### Gate-type map, run 1

(6 px per um)
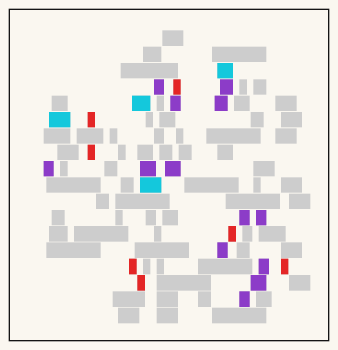
### Routed metal per tile, run 1

(6 px per um) The die is cut into 11 by 11 equal tiles; white is low, dark blue is high, scaled to the fullest tile. Values are wire area over tile area, all layers added.
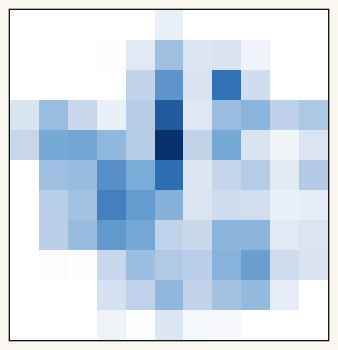
### Congestion heat map, run 1

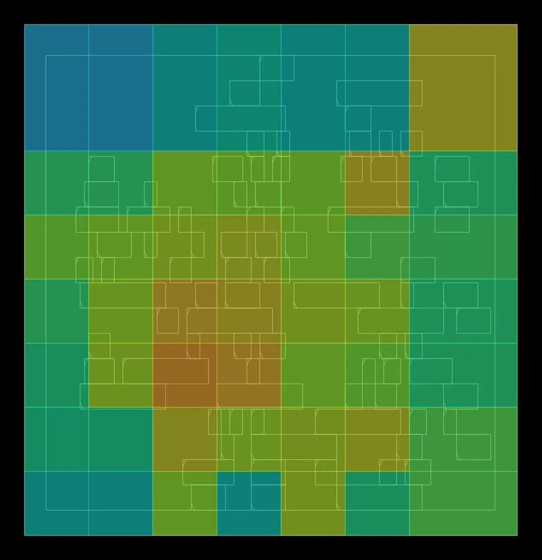
==> config.mk <==
export PLATFORM = sky130hd
export DESIGN_NAME = can_bit_stuffer_p
export DESIGN_NICKNAME = d
export VERILOG_FILES = /design/src/rtl/can_pkg.sv /design/src/rtl/can_run_counter.sv /design/src/rtl/can_bit_stuffer_p.sv
export SDC_FILE = /design/constraint.sdc
export NUM_CORES = 1
export LEC_CHECK = 0
export ABC_CLOCK_PERIOD_IN_PS = 3300
export CELL_PAD_IN_SITES_DETAIL_PLACEMENT = 1
export CELL_PAD_IN_SITES_GLOBAL_PLACEMENT = 2
export CORE_AREA = 2 2 51 53
export DETAILED_ROUTE_END_ITERATION = 10
export DIE_AREA = 0 0 53 55
export HOLD_SLACK_MARGIN = 0.02
export MAX_ROUTING_LAYER = met4
export PLACE_DENSITY = 0.8
export SLEW_MARGIN = 20
export SYNTH_ARGS = -nofsm -noshare
export SYNTH_HDL_FRONTEND = slang
export SYNTH_HIERARCHICAL = 1
export SYNTH_SLANG_ARGS = --single-unit
==> constraint.sdc <==
create_clock -name clk -period 3.3 [get_ports clk]
set_input_delay 0.66 -clock clk [delete_from_list [all_inputs] [get_ports clk]]
set_output_delay 0.66 -clock clk [all_outputs]
set_load 0.01 [all_outputs]
==> summary.rpt, run 1 <==
STATUS
-------------------------------------------------------------------------------------------
Result of the run                                                              finished clean

WORST SETUP PATH
-------------------------------------------------------------------------------------------
Largest fanout of any net on the critical path                                           10
Slack of the worst reg-to-reg path                                                  1.69 ns
Buffers & Inverters on Critical Path                                                      2
Critical path endpoint category                                                primary output
Data required time at the worst endpoint                                            2.64 ns
Cell type group with the largest total delay on the critical path              buffers and inverters
Depth of the critical timing path with buffers and inverters included                     4
Cell repeated most along the worst path                                        sky130_fd_sc_hd__clkdlybuf4s50_1
Depth of the worst register-to-register path                                              5
Max stage delay cell, worst path                                               sky130_fd_sc_hd__clkdlybuf4s50_1
Longest individual stage delay on the worst path                                    0.49 ns
Type of element launching the critical path                                       input pin

FINAL LAYOUT
-------------------------------------------------------------------------------------------
Largest register FFs                                                                      4
Layout buffer count excluding clock buffers                                              12
Sequential cell count                                                                    13
Invs w/o clock                                                                            7
Layout area overhead                                                                 23.20%
Final standard cell area without fillers                                         877.1 um^2

FLOORPLAN
-------------------------------------------------------------------------------------------
Chip area                                                                         2915 um^2
Init Core Util                                                                       30.11%
Floorplan row count                                                                      18
Top-level I/O count                                                                      14
Area of the placeable core                                                        2365 um^2
Die X                                                                                 53 um
Tapcell count                                                                            30

LOGIC SYNTHESIS
-------------------------------------------------------------------------------------------
Xor/xnor share of the synthesized area                                               2.460%
Synth Net Count                                                                          85
Async set-or-reset flop fraction in the synthesized netlist                          100.0%
Dominant cell area share                                                             42.18%
Netlist Area Pre-Place                                                           711.9 um^2
Mean instance size in the synthesized netlist                                    9.492 um^2
Adder share                                                                          5.272%
Cell area leaders                                                              sky130_fd_sc_hd__dfrtp_1 42%, sky130_fd_sc_hd__ha_1 5.3%, sky130_fd_sc_hd__a21oi_1 4.2%
Synth cell count leaders                                                       12 x sky130_fd_sc_hd__dfrtp_1, 7 x sky130_fd_sc_hd__inv_1, 6 x sky130_fd_sc_hd__a21oi_1, 6 x sky130_fd_sc_hd__nand2_1, 6 x sky130_fd_sc_hd__nor2_1
Area fraction in and, or, nand and nor cells                                         20.74%
Library cell with the largest summed area after synthesis                      sky130_fd_sc_hd__dfrtp_1
Sequential-to-total area share from yosys stat                                       45.87%
Logic family by area                                                           simple AND/OR/NAND/NOR gates
Flip-flop cell with the highest count after synthesis                          sky130_fd_sc_hd__dfrtp_1
Ys Warns                                                                                  6
Area of the synthesized netlist per yosys stat                                   711.9 um^2
Distinct cell type count after synthesis                                                 32
AND-OR/OR-AND Cells, Area Fraction                                                   15.64%
Cell count after synthesis                                                               75
Synth top cell by count                                                        sky130_fd_sc_hd__dfrtp_1

PLACED DESIGN
-------------------------------------------------------------------------------------------
Final Wtd Congestion                                                                 0.6666
Number of placed instances with taps included                                           114
Quantity of I/O buffers inserted on ports                                                12

ROUTE
-------------------------------------------------------------------------------------------
Via-to-Cell Ratio                                                                     4.822
Vias                                                                                    569
Number of design-rule violations left by the first detailed-router iteration              6
Post-route antenna net violation count                                                    0
Router iterations before antenna repair                                                   4
Final routed DRC violation total                                                          0

STA
-------------------------------------------------------------------------------------------
Final Hold Vio Count                                                                      0
Worst hold slack                                                                  0.4887 ns
Setup repair after global routing missed its margin                                   false
Final Max Slew Viols                                                                      0
Clock Skews                                                                     0.001627 ns
Relative slew margins                                                                61.66%
Final setup violation count                                                               0
Cycle use final                                                                      85.01%
Highest clock rate                                                                356.5 MHz

PWR
-------------------------------------------------------------------------------------------
Maximum ir drop on the vdd rail                                                    144.2 uV
Biggest consumer                                                               sequential cells
Cell internal pwr                                                                  241.2 uW
Sequential Power Share                                                                53.6%
Switching fraction of total power                                                    27.53%
Logic gate share of total power                                                       16.0%
Clock network fraction of design power                                                30.3%
Total combinational power                                                           53.3 uW

CLOCK NETWORK
-------------------------------------------------------------------------------------------
Number of buffers added by the clock tree synthesis step                                  3
H-tree depth reported by CTS                                                              1
Clock transition at path regs                                                       0.09 ns
Clock Tree Root                                                                sky130_fd_sc_hd__clkbuf_4
Post-CTS repair timing setup buffer count                                                 0
Insertion delay to the later sink of the worst-skew pair                            0.27 ns

FLOW RUN
-------------------------------------------------------------------------------------------
MaxCap Viol Count                                                                         0

GLOBAL ROUTING
-------------------------------------------------------------------------------------------
Global-route wire length before repair                                              2573 um
Vias in the first global route                                                          584

WORST HOLD PATH
-------------------------------------------------------------------------------------------
Worst hold path depth                                                                     2

-- 'Gate-type map' (at the start) --
legend:
  red:
    family: inv cells
    cells: 7
  cyan:
    family: non-inverting ao/oa cells
    cells: 4
  purple:
    family: aoi and oai cells
    cells: 13
final cell count without fillers: 118
logic share of the area: 38.66%

-- 'Routed metal per tile' (at the start) --
emptiest ninth of the die: north-west
mean over tiles: 0.076
tiles over half the peak: 12%
nearly empty tiles: 31%
fullest tile: 0.35
densest ninth of the die: center
GRT Total Usage: 12.62%
routed wire length: 1438 um
per-cell routed wire length: 12.19 um

-- 'Congestion heat map' (at the start) --
met3 routing resource usage after global routing: 2.419%
global-route layer with the greatest usage: met2

-- run 1: routing by layer --
metal / global-route usage [%] / vias up / wire (um)
li1: - / 282 / -
met4: 5.128 / 0 / 6
met1: 14.65 / 276 / 662
met3: 2.419 / 2 / 53
met5: - / - / 0
met2: 21.67 / 9 / 715
-- run 1: cell families (layout without fill, tap and decap cells) --
family	count (synthesis)	in the layout
and+or+nand+nor	28	28
AOI/OAI and AO/OA	17	17
DFF	13	13
buffers and inverters	10	23
adders and majority gates	3	3
xor gates and xnor gates	2	2
muxes	2	2
### Nets reached from selected ports, run 1

(8 px per um)
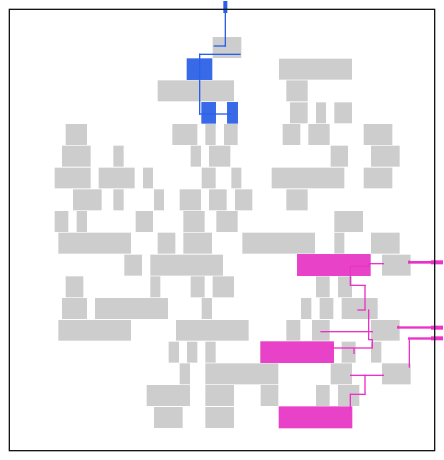

==> run 2, diff against run 1 <==
--- a/config.mk
+++ b/config.mk
@@ -5,15 +5,15 @@
 export SDC_FILE = /design/constraint.sdc
 export NUM_CORES = 1
 export LEC_CHECK = 0
-export ABC_CLOCK_PERIOD_IN_PS = 3300
+export ABC_CLOCK_PERIOD_IN_PS = 3200
 export CELL_PAD_IN_SITES_DETAIL_PLACEMENT = 1
 export CELL_PAD_IN_SITES_GLOBAL_PLACEMENT = 2
-export CORE_AREA = 2 2 51 53
+export CORE_AREA = 2 2 52 54
 export DETAILED_ROUTE_END_ITERATION = 10
-export DIE_AREA = 0 0 53 55
+export DIE_AREA = 0 0 54 56
 export HOLD_SLACK_MARGIN = 0.02
 export MAX_ROUTING_LAYER = met4
-export PLACE_DENSITY = 0.8
+export PLACE_DENSITY = 0.77
 export SLEW_MARGIN = 20
 export SYNTH_ARGS = -nofsm -noshare
 export SYNTH_HDL_FRONTEND = slang
==> constraint.sdc (replaced) <==
create_clock -name clk -period 3.2 [get_ports clk]
set_input_delay 0.64 -clock clk [delete_from_list [all_inputs] [get_ports clk]]
set_output_delay 0.64 -clock clk [all_outputs]
set_load 0.01 [all_outputs]
### Nets reached from selected ports, run 2

(8 px per um)
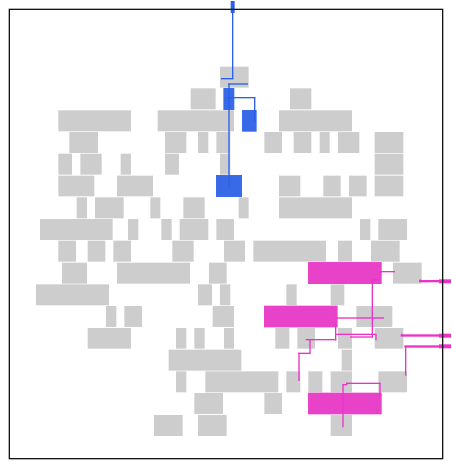
legend:
  blue:
    port: `in_bit`
    direction: input
    end_cells: 3
    buffers: 1
    wire: 31.3 um
  magenta:
    port: `stuff_count`
    direction: output
    end_cells: 3
    buffers: 3
    wire: 64.3 um
top-level I/O count: 14
quantity of I/O buffers inserted on ports: 12

==> run 2 against run 1 <==
Net effect:
- register-to-register slack worse by 0.14 ns
- largest power group unchanged
- synthesized cell count stayed put
- sequential share of layout area stayed put
- flip-flop count stayed put
- via count is 2.6% higher
- clock skew is 0.0050 ns higher
==> summary.rpt, run 2 <==
LOGIC SYNTHESIS
-------------------------------------------------------------------------------------------
Cell count after synthesis                                                               75   unchanged
Area of the synthesized netlist per yosys stat                                   711.9 um^2   unchanged
Flip-flop cell with the highest count after synthesis                          sky130_fd_sc_hd__dfrtp_1
Cell area leaders                                                              sky130_fd_sc_hd__dfrtp_1 42%, sky130_fd_sc_hd__ha_1 5.3%, sky130_fd_sc_hd__a21oi_1 4.2%
Library cell with the largest summed area after synthesis                      sky130_fd_sc_hd__dfrtp_1
Synth Net Count                                                                          85   unchanged
Synth cell count leaders                                                       12 x sky130_fd_sc_hd__dfrtp_1, 7 x sky130_fd_sc_hd__inv_1, 6 x sky130_fd_sc_hd__a21oi_1, 6 x sky130_fd_sc_hd__nand2_1, 6 x sky130_fd_sc_hd__nor2_1
Ys Warns                                                                                  6   unchanged
Sequential-to-total area share from yosys stat                                       45.87%   unchanged
Dominant cell area share                                                             42.18%   unchanged
Async set-or-reset flop fraction in the synthesized netlist                          100.0%   unchanged
Distinct cell type count after synthesis                                                 32   unchanged
Synth top cell by count                                                        sky130_fd_sc_hd__dfrtp_1
Netlist Area Pre-Place                                                           711.9 um^2   unchanged
Mean instance size in the synthesized netlist                                    9.492 um^2   unchanged

ROUTE
-------------------------------------------------------------------------------------------
Vias                                                                                    584   +2.6%
Routed length on met2                                                                718 um   +0.42%
Number of design-rule violations left by the first detailed-router iteration              5   -1
DR WL met3                                                                            70 um   +32%
Per-cell routed wire length                                                        12.33 um   +1.2%
Post-route antenna net violation count                                                    0   unchanged
Detailed-routing wirelength on met1                                                  654 um   -1.2%
Router iterations before antenna repair                                                   4   unchanged
Highest layer used for signal routing                                                  met4
Via-to-Cell Ratio                                                                     4.949   +2.6%
Routed wire length                                                                  1455 um   +1.2%
Final routed DRC violation total                                                          0   unchanged

STA
-------------------------------------------------------------------------------------------
Cycle use final                                                                      87.18%
Relative slew margins                                                                60.20%   -1.5 points
Clock Skews                                                                     0.006596 ns   +0.004969 ns
Setup repair after global routing missed its margin                                   false
Highest clock rate                                                                358.4 MHz
Time the final worst path needs with I/O delays and setup                          2.790 ns
Final Hold Vio Count                                                                      0   unchanged
Final setup violation count                                                               0   unchanged
Final Max Slew Viols                                                                      0   unchanged

FINAL LAYOUT
-------------------------------------------------------------------------------------------
Layout area overhead                                                                 23.20%   unchanged
Invs w/o clock                                                                            7   unchanged
FILL cells                                                                              293
Antenna Cells                                                                             0
Sequential cell count                                                                    13   unchanged
Logic share of the area                                                              38.66%   unchanged
Largest register FFs                                                                      4   unchanged
Layout buffer count excluding clock buffers                                              12   unchanged
Final standard cell area without fillers                                         877.1 um^2   unchanged

GLOBAL ROUTING
-------------------------------------------------------------------------------------------
Global Route met1 Usage                                                              14.43%   -0.22 points
Global-route layer with the greatest usage                                             met2
GRT Total Usage                                                                      11.86%   -0.76 points
Met3 routing resource usage after global routing                                     3.226%   +0.81 points
GR met2 Demand/Resource                                                              17.94%   -3.7 points
Vias in the first global route                                                          572   -2.1%
Global-route wire length before repair                                              2566 um   -0.27%

WORST SETUP PATH
-------------------------------------------------------------------------------------------
Slack of the worst reg-to-reg path                                                  1.55 ns   -0.14 ns
Depth of the critical timing path with buffers and inverters included                     4   unchanged
Max stage delay cell, worst path                                               sky130_fd_sc_hd__nor2b_1
Critical path endpoint category                                                primary output
Data required time at the worst endpoint                                            2.56 ns   -0.08 ns
Buffers & Inverters on Critical Path                                                      2   unchanged
Depth of the worst register-to-register path                                              5   unchanged
Largest fanout of any net on the critical path                                           10   unchanged
Worst EP arrival                                                                    2.15 ns
Cell type group with the largest total delay on the critical path              buffers and inverters
Cell repeated most along the worst path                                        sky130_fd_sc_hd__clkdlybuf4s50_1
Type of element launching the critical path                                       input pin
Longest individual stage delay on the worst path                                    0.50 ns   about the same

FLOORPLAN
-------------------------------------------------------------------------------------------
Area of the placeable core                                                        2432 um^2   +2.9%
Chip area                                                                         3024 um^2   +3.7%
Die X                                                                                 54 um   +1.9%
Floorplan row count                                                                      18   unchanged
Init Core Util                                                                       29.27%   -0.84 points
Tapcell count                                                                            30   unchanged

CLOCK NETWORK
-------------------------------------------------------------------------------------------
H-tree depth reported by CTS                                                              1   unchanged
Clock transition at path regs                                                       0.09 ns   about the same
Insertion delay to the later sink of the worst-skew pair                            0.28 ns   about the same
Clock Tree Root                                                                sky130_fd_sc_hd__clkbuf_4
Number of buffers added by the clock tree synthesis step                                  3   unchanged
Number of gates resized after CTS                                                         0
Post-CTS repair timing setup buffer count                                                 0   unchanged

PWR
-------------------------------------------------------------------------------------------
Final total power                                                                  342.1 uW
Maximum ir drop on the vdd rail                                                    144.6 uV   +0.25%

STATUS
-------------------------------------------------------------------------------------------
Result of the run                                                              finished clean

PLACED DESIGN
-------------------------------------------------------------------------------------------
Final Wtd Congestion                                                                 0.6545   -1.8%

FLOW RUN
-------------------------------------------------------------------------------------------
MaxCap Viol Count                                                                         0   unchanged

WORST HOLD PATH
-------------------------------------------------------------------------------------------
Worst hold path depth                                                                     2   unchanged

run 2: cells by family after synthesis:
logic type	count (synthesis)	synth area share (%)
adders and majority gates	3	5.273
DFF	13	45.87
AOI/OAI and AO/OA	17	15.64
xor gates and xnor gates	2	2.461
muxes	2	3.514
and+or+nand+nor	28	20.74
buffers and inverters	10	6.502
run 2: per-stage QoR:
stage | utilization, % | hold slack [ns] | instances
after floorplan | - | 0.4061 | 75
after global placement | 34.93 | 0.4718 | 114
after detailed placement | 34.93 | 0.4779 | 114
after CTS | 36.06 | 0.5015 | 118
after global routing | 36.06 | 0.5458 | 118
final | 36.06 | 0.4918 | 118
run 2: report_power, final:
part           switching, mW  internal, mW
Combinational         0.0279        0.0273
Clock                 0.0570        0.0463
Sequential           0.00845         0.175
No activity file was given, so power comes from the tool's default toggle rates.
